**Cell density map**

The die is cut into 15 by 18 equal tiles; dark blue is low, red is high, 0 to 100% covered.
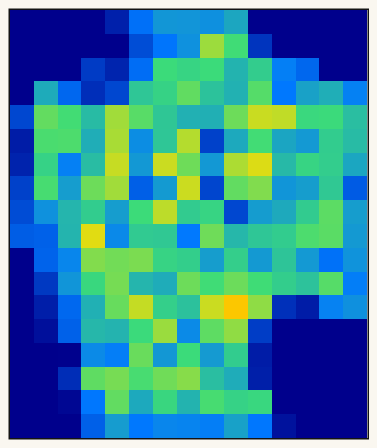
**Clock wires, drivers and flops**

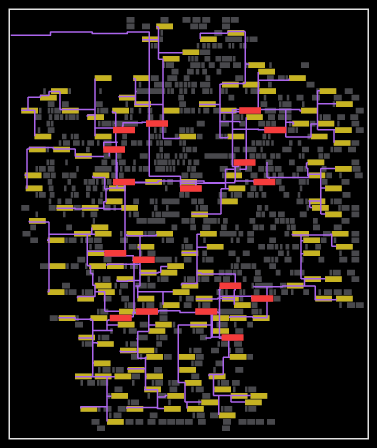
**Congestion heat map**

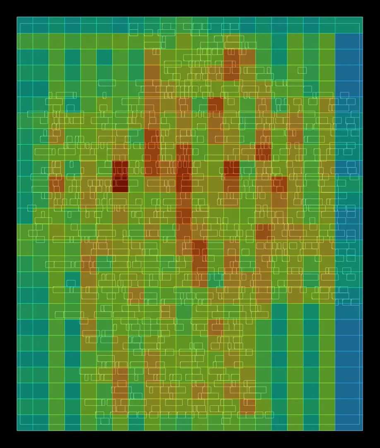
**Selected gate families**

The bar under the picture is 50 µm long.
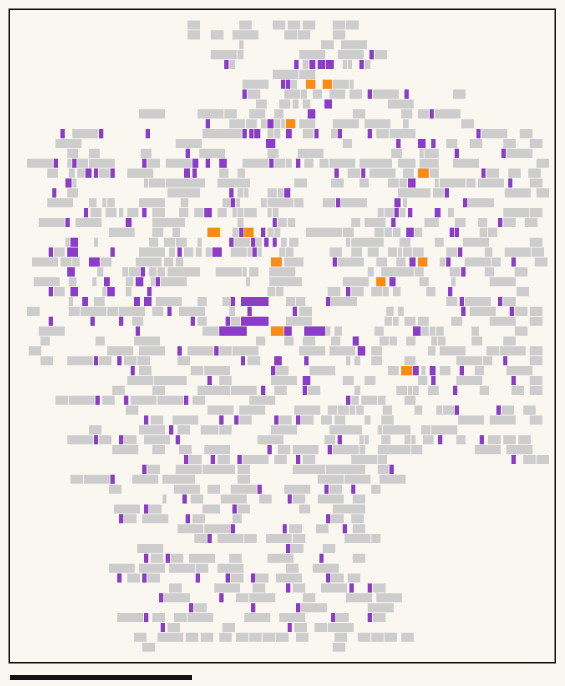
**Signal wires by layer**

The bar under the picture is 50 µm long.
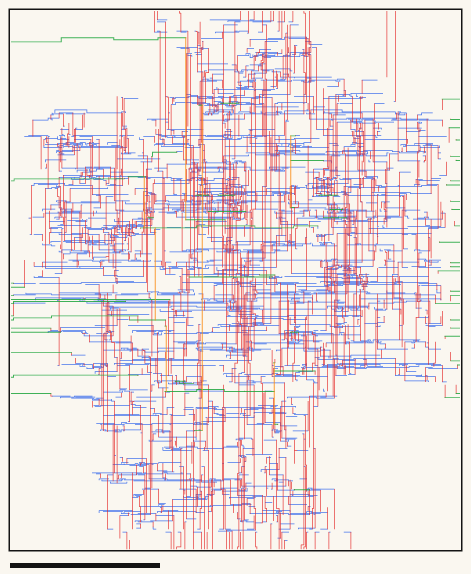
==> config.mk <==
export PLATFORM = sky130hd
export DESIGN_NAME = imem_loader
export DESIGN_NICKNAME = d
export VERILOG_FILES = /design/src/rtl/imem_loader_pkg.sv /design/src/rtl/loader_timeout.sv /design/src/rtl/imem_loader.sv
export SDC_FILE = /design/constraint.sdc
export NUM_CORES = 1
export LEC_CHECK = 0
export CAP_MARGIN = 10
export CORE_ASPECT_RATIO = 1.2
export CORE_MARGIN = 1
export CORE_UTILIZATION = 26
export DETAILED_ROUTE_END_ITERATION = 10
export PLACE_DENSITY = 0.45
export SLEW_MARGIN = 20
export SYNTH_ARGS = -nofsm -noshare
export SYNTH_HDL_FRONTEND = slang
export SYNTH_SLANG_ARGS = --single-unit
==> constraint.sdc <==
create_clock -name clk -period 3.1 [get_ports clk]
set_input_delay 0.62 -clock clk [delete_from_list [all_inputs] [get_ports clk]]
set_output_delay 0.62 -clock clk [all_outputs]
set_load 0.05 [all_outputs]
==> src/rtl/imem_loader_pkg.sv <==
// Shared types and constants for the instruction-memory boot loader.
// State encoding, error codes and the default frame start marker.
package imem_loader_pkg;

    typedef enum logic [2:0] {
        IDLE   = 3'd0,
        SYNC   = 3'd1,
        CNT_LO = 3'd2,
        CNT_HI = 3'd3,
        DATA   = 3'd4,
        CSUM   = 3'd5,
        DONE   = 3'd6,
        ERR    = 3'd7
    } state_t;

    localparam logic [1:0] ERR_NONE    = 2'd0;
    localparam logic [1:0] ERR_COUNT   = 2'd1;
    localparam logic [1:0] ERR_TIMEOUT = 2'd2;
    localparam logic [1:0] ERR_CSUM    = 2'd3;

    localparam logic [7:0] DEFAULT_SYNC_BYTE = 8'hA5;

    function automatic logic is_busy(input state_t s);
        return (s == SYNC) || (s == CNT_LO) || (s == CNT_HI) ||
               (s == DATA) || (s == CSUM);
    endfunction

    // Stages where a stalled byte stream counts as a failed load.
    function automatic logic is_timed(input state_t s);
        return (s == CNT_LO) || (s == CNT_HI) || (s == DATA) || (s == CSUM);
    endfunction

endpackage

==> src/rtl/loader_timeout.sv <==
// Inactivity watchdog for the boot loader.
// Ports: clk, reset, clear (restart count), enable (count), expired (limit hit).
module loader_timeout #(
    parameter int unsigned TIMEOUT_CYCLES = 1000000
) (
    input  logic clk,
    input  logic reset,
    input  logic clear,
    input  logic enable,
    output logic expired
);
    localparam int CW = $clog2(TIMEOUT_CYCLES + 1);
    localparam logic [CW-1:0] LAST = CW'(TIMEOUT_CYCLES - 1);

    logic [CW-1:0] cnt_q;
    logic [CW-1:0] cnt_d;

    // Fires on the TIMEOUT_CYCLES-th idle cycle after the last clear.
    assign expired = enable && !clear && (cnt_q >= LAST);

    always_comb begin
        cnt_d = cnt_q;
        if (clear) begin
            cnt_d = '0;
        end else if (enable && !expired) begin
            cnt_d = cnt_q + CW'(1);
        end
    end

    always_ff @(posedge clk) begin
        if (reset) begin
            cnt_q <= '0;
        end else begin
            cnt_q <= cnt_d;
        end
    end

endmodule

==> src/rtl/imem_loader.sv <==
// Boot-time instruction memory writer: frames a byte stream, packs words, checks sum.
// Ports: rx_* byte stream in, mem_* write port out, cpu_hold/busy/done/error status.
module imem_loader
    import imem_loader_pkg::*;
#(
    parameter int unsigned ADDR_WIDTH     = 16,
    parameter logic [7:0]  SYNC_BYTE      = DEFAULT_SYNC_BYTE,
    parameter int unsigned TIMEOUT_CYCLES = 1000000
) (
    input  logic                  clk,
    input  logic                  reset,
    input  logic                  start,
    input  logic [7:0]            rx_data,
    input  logic                  rx_valid,
    output logic                  rx_ready,
    output logic                  mem_we,
    output logic [ADDR_WIDTH-1:0] mem_addr,
    output logic [31:0]           mem_wdata,
    output logic                  cpu_hold,
    output logic                  busy,
    output logic                  done,
    output logic                  error,
    output logic [1:0]            err_code,
    output logic [ADDR_WIDTH-1:0] words_written
);
    state_t                state_q, state_d;
    logic [15:0]           n_q, n_d;
    logic [23:0]           word_q, word_d;
    logic [1:0]            bcnt_q, bcnt_d;
    logic [7:0]            sum_q, sum_d;
    // One extra bit so a full 2**ADDR_WIDTH load can be counted.
    logic [ADDR_WIDTH:0]   ww_q, ww_d;
    logic                  mem_we_q, mem_we_d;
    logic [ADDR_WIDTH-1:0] mem_addr_q, mem_addr_d;
    logic [31:0]           mem_wdata_q, mem_wdata_d;
    logic                  cpu_hold_q, cpu_hold_d;
    logic                  done_q, done_d;
    logic                  error_q, error_d;
    logic [1:0]            err_code_q, err_code_d;

    logic        accept;
    logic        tmo_expired;
    logic [15:0] n_full;

    assign rx_ready      = is_busy(state_q);
    assign busy          = is_busy(state_q);
    assign accept        = rx_valid && rx_ready;
    assign n_full        = {rx_data, n_q[7:0]};
    assign mem_we        = mem_we_q;
    assign mem_addr      = mem_addr_q;
    assign mem_wdata     = mem_wdata_q;
    assign cpu_hold      = cpu_hold_q;
    assign done          = done_q;
    assign error         = error_q;
    assign err_code      = err_code_q;
    assign words_written = ww_q[ADDR_WIDTH-1:0];

    loader_timeout #(
        .TIMEOUT_CYCLES(TIMEOUT_CYCLES)
    ) u_timeout (
        .clk    (clk),
        .reset  (reset),
        .clear  (accept || start || !is_timed(state_q)),
        .enable (is_timed(state_q)),
        .expired(tmo_expired)
    );

    always_comb begin
        state_d     = state_q;
        n_d         = n_q;
        word_d      = word_q;
        bcnt_d      = bcnt_q;
        sum_d       = sum_q;
        ww_d        = ww_q;
        mem_we_d    = 1'b0;
        mem_addr_d  = mem_addr_q;
        mem_wdata_d = mem_wdata_q;
        cpu_hold_d  = cpu_hold_q;
        done_d      = done_q;
        error_d     = error_q;
        err_code_d  = err_code_q;

        if (start) begin
            // Re-arm; a byte offered in this cycle is dropped.
            state_d    = SYNC;
            cpu_hold_d = 1'b1;
            done_d     = 1'b0;
            error_d    = 1'b0;
            err_code_d = ERR_NONE;
            ww_d       = '0;
            sum_d      = '0;
            bcnt_d     = '0;
        end else if (tmo_expired) begin
            state_d    = ERR;
            error_d    = 1'b1;
            err_code_d = ERR_TIMEOUT;
        end else if (accept) begin
            case (state_q)
                SYNC: begin
                    if (rx_data == SYNC_BYTE) state_d = CNT_LO;
                end
                CNT_LO: begin
                    n_d     = {n_q[15:8], rx_data};
                    sum_d   = sum_q + rx_data;
                    state_d = CNT_HI;
                end
                CNT_HI: begin
                    n_d   = n_full;
                    sum_d = sum_q + rx_data;
                    if ((n_full == 16'd0) ||
                        (32'(n_full) > (32'd1 << ADDR_WIDTH))) begin
                        state_d    = ERR;
                        error_d    = 1'b1;
                        err_code_d = ERR_COUNT;
                    end else begin
                        state_d = DATA;
                        bcnt_d  = '0;
                    end
                end
                DATA: begin
                    sum_d  = sum_q + rx_data;
                    word_d = {word_q[15:0], rx_data};
                    bcnt_d = bcnt_q + 2'd1;
                    if (bcnt_q == 2'd3) begin
                        mem_we_d    = 1'b1;
                        mem_addr_d  = ww_q[ADDR_WIDTH-1:0];
                        mem_wdata_d = {word_q, rx_data};
                        ww_d        = ww_q + 1'b1;
                        if (32'(ww_q) + 32'd1 == 32'(n_q)) state_d = CSUM;
                    end
                end
                CSUM: begin
                    if (rx_data == sum_q) begin
                        state_d    = DONE;
                        done_d     = 1'b1;
                        cpu_hold_d = 1'b0;
                    end else begin
                        state_d    = ERR;
                        error_d    = 1'b1;
                        err_code_d = ERR_CSUM;
                    end
                end
                default: ;
            endcase
        end
    end

    always_ff @(posedge clk) begin
        if (reset) begin
            state_q     <= IDLE;
            n_q         <= '0;
            word_q      <= '0;
            bcnt_q      <= '0;
            sum_q       <= '0;
            ww_q        <= '0;
            mem_we_q    <= 1'b0;
            mem_addr_q  <= '0;
            mem_wdata_q <= '0;
            cpu_hold_q  <= 1'b0;
            done_q      <= 1'b0;
            error_q     <= 1'b0;
            err_code_q  <= ERR_NONE;
        end else begin
            state_q     <= state_d;
            n_q         <= n_d;
            word_q      <= word_d;
            bcnt_q      <= bcnt_d;
            sum_q       <= sum_d;
            ww_q        <= ww_d;
            mem_we_q    <= mem_we_d;
            mem_addr_q  <= mem_addr_d;
            mem_wdata_q <= mem_wdata_d;
            cpu_hold_q  <= cpu_hold_d;
            done_q      <= done_d;
            error_q     <= error_d;
            err_code_q  <= err_code_d;
        end
    end

endmodule

==> out/results.ini <==
[floorplan]
chipArea_um2 = 26900
rows = 64
io_pins = 84
die_w_um = 150
die_h_um = 180

[drt]
routed_via_density = 4.53
initialDrtViolationCount = 245
drc_errors = 0
ant_nets = 0
drtPass1Iterations = 4

[clocking]
cts_resized = 0
cts_tree = built
cts.sink_count = 144
cts_buffer_depth = 2
clkTransAtPathRegs_ns = 0.06
cts_hold_buf = 0
cts_made_buffers = 17
cts-root-buf = clkbuf_16
htreeDepth = 4
post_cts_buffers = 0

[final_timing]
finalMaxSlewViolations = 0
post-route-period-util = 0.908
tightest_slew_ns = 0.701
rsz0062_at_grt = no
fmax_mhz = 355
slew_headroom = 0.533
hold_viol_final = 0
timing.hold.ws_ns = 0.458
timing.final.ws_setup_ns = 0.287
finalWorstPathRequiredPeriod_ns = 2.81
finalSetupViolCount = 0

[logic_synthesis]
synthAdderAreaFrac = 0.0249
yosysCellCount = 756
yosysChipArea_um2 = 6830
syn_inst = 756
edf_count = 0
ys_seq_frac = 0.422
synthMuxAreaShare = 0.139
yosysUniqueCellTypes = 65
aoi_share = 0.0720
async_flop_share = 0
ys_top_logic_family = simple AND/OR/NAND/NOR gates
ys_seq_elements = 144
synth_nets = 781
ff_type = dfxtp_1
synthesis.area_um2 = 6830
synthSimpleGateAreaFrac = 0.219
yosys_warnings = 0
avgSynthCellArea_um2 = 9.04
xor_share = 0.0679

[power]
p_seq_frac = 0.447
power_leader = the clock network
leakage_nw = 2.92
swShare = 0.219
pg_seq_mw = 1.85
powerComb_mw = 0.131
combPwrFrac = 0.031
cellPowerDensity_nw_per_um2 = 474
p_sw_mw = 0.909
ir_drop_mv = 0.340
power.internal_mw = 3.24

[setup_path]
crit_fanout = 6
path_cells = ha_1 -> buf_4 -> nand3_1 -> or4_1 -> o21a_1 -> o211ai_1 -> nand3b_1 -> o41ai_4 -> a211oi_1 -> a311oi_2
cp-end-kind = register
slowest_delay_ns = 0.47
r2r_cells = 10
critPathArrivalTime_ns = 3.14
cp-start-kind = register
crit_path_top_delay_cell = or4_1
critPathKind = reg -> reg
required_ns = 3.42

[layout]
layout-drive-gt1-share = 0.108
syn_to_final_growth_pct = 28.2
fin_nets = 870
diodes = 0
logic_area_um2 = 3580
fill_cells = 2677
seqCellArea_um2 = 2880

[job]
drv_cap = 0
warning_count = 27

[placement]
numPortBuffers = 83
routabilityCongestion = 0.782
place_hpwl_um = 12700
post-place-ws_ns = -0.0524
dp.cells = 1156

[grt]
grt_max_degree = 50
grt_pass1_wl_um = 28100
grt_overflow = 0
antenna_found_initial = 0
grt_pass1_vias = 5164

[worst_hold_path]
timing.hold.worst.class = reg -> reg
hold-path-cell-count = 2

[status]
outcome = finished, final reports clean

Back to the opening pictures, 'cell density map':
- fullest tile: 77%
- mean over tiles: 31%
- emptiest ninth of the die: bottom right
- nearly empty tiles: 22%
Core Util at FP: 0.267
Final Util: 0.342
core box area: 25600 µm²

Back to the opening pictures, 'clock wires, drivers and flops':
- yellow: flip-flops (count 144)
- purple: clock wires (length 2040 µm)
- red: clock drivers (count 17)
- flops lie: widely spread
Worst Skew: 0.0111 ns
clk pwr: 2.17 mW
clock power share: 0.522
clk ins delay skew pair: 0.42 ns

Back to the opening pictures, 'congestion heat map':
GR Util All Layers: 0.134
Top Usage Layer GRT: met2
met2 usage in global routing: 0.224
routed len/inst: 14.8 µm
GRT met1 Usage: 0.166

Back to the opening pictures, 'selected gate families':
- purple: NOR gates (cells 219; most used nor2_1; where widely spread)
- orange: AND-OR and OR-AND gates (cells 11; most used a21o_1)
combinational share of cell area: 0.408
Finished Layout Cells: 1188
Commonest Layout Cell: nor2_1

Back to the opening pictures, 'signal wires by layer':
- green: metal 3 (wire length 699 µm)
- blue: metal 1 (wire length 8170 µm)
- orange: metal 4 (wire length 282 µm)
- red: metal 2 (wire length 8480 µm)
routed wire length: 17600 µm
routed vias: 5383

## state kept, by name, indices dropped and copies added, names as in the netlist, 2 cells and up
name and cells:
bcnt_q 2, err_code 2, mem_addr 16, mem_wdata 32
n_q 16, state_q 3, sum_q 8, u_timeout.cnt_q 20
word_q 24, ww_q 17
## per-layer routing
metal | track usage | share of wire | vias up
li1 | - | - | 2760
met1 | 0.166 | 0.46 | 2518
met2 | 0.224 | 0.48 | 88
met3 | 0.0348 | 0.040 | 17
met4 | 0.0404 | 0.016 | 0
met5 | 0 | 0 | -
## worst max-delay path: cells and delay by family (launching register included)
kind | cells | cell delay (ns)
buffers and inverters | 1 | 0.14
adders and majority gates | 1 | 0.20
and+or+nand+nor | 3 | 0.82
DFF | 1 | 0.45
AOI/OAI and AO/OA | 5 | 1.10
## cells in the mapped netlist (2+ instances only)
cell type,instances,area [µm²]
nand2b_1,8,50.1
nor4_4,3,63.8
o31a_1,2,17.5
inv_1,14,52.6
nand2_2,2,12.5
a31oi_1,2,12.5
nor4b_1,2,17.5
a21oi_1,22,110
nand2_1,24,90.1
dfxtp_1,144,2880
and3_1,9,56.3
buf_4,20,150
clkbuf_1,25,93.8
a21o_1,5,37.5
and2_1,3,18.8
nand4b_1,2,17.5
nor4_1,14,87.6
nand4_1,7,43.8
buf_2,13,65.1
or3_1,4,25.0
or4_1,3,22.5
o22ai_1,2,12.5
ha_1,12,150
nand3_1,16,80.1
xor2_1,10,87.6
xnor2_1,43,377
nand3b_1,2,15.0
a211oi_1,4,30.0
o21ai_0,14,70.1
nor2_1,171,642
and4_1,2,17.5
nor3b_1,2,15.0
mux2i_1,94,941
nor3_1,20,100
nor2b_1,6,37.5
## path summary, 6_finish.rpt
check	startpoint	to	slack, ns
hold / removal	done	done	0.46
hold reg to reg	done	done	0.46
setup reg to reg	ww_q[0]	state_q[1]	0.29
setup / recovery	ww_q[0]	state_q[1]	0.29
## layout by cell type (no fill, tap or decap), drive strengths merged, types with 3 or more instances in the layout
cell           Yosys  final
dfxtp            144    144
xnor2             43     43
nand3             16     16
bufinv             0      3
or4                4      4
nor3              21     21
nand2b             8      8
and2               3      3
a21o               5      5
inv               14     17
buf               34     47
nand4              8      8
ha                12     12
o21ai             14     14
clkbuf            25     22
xor2              10     10
or3                4      4
nor2b              6      6
and4               3      3
mux2i             94     94
nand2             26     26
and3              10     10
a211oi             4      4
clkdlybuf4s50      0     82
a21oi             22     22
nor2             171    171
nor4              17     17
## area by class of cell
class / count / share of cell area
Multi-Input combinational cell: 539 / 0.408
Sequential cell: 144 / 0.329
Timing Repair Buffer: 129 / 0.138
Clock buffer: 22 / 0.0541
Tap cell: 330 / 0.0471
Clock inverter: 10 / 0.0170
Inverter: 14 / 0.00600
## per-stage QoR
step	setup TNS [ns]	power [mW]	util	cell area, µm²
6_report	0	4.15	0.342	8760
5_1_grt	0	4.29	0.342	8760
4_1_cts	0	4.22	0.342	8760
3_5_place_dp	-0.0524	2.03	0.318	8140
3_3_place_gp	-0.103	2.03	0.318	8140
2_1_floorplan	0	1.96	-	6830
Power is estimated from default activity; no workload was simulated.
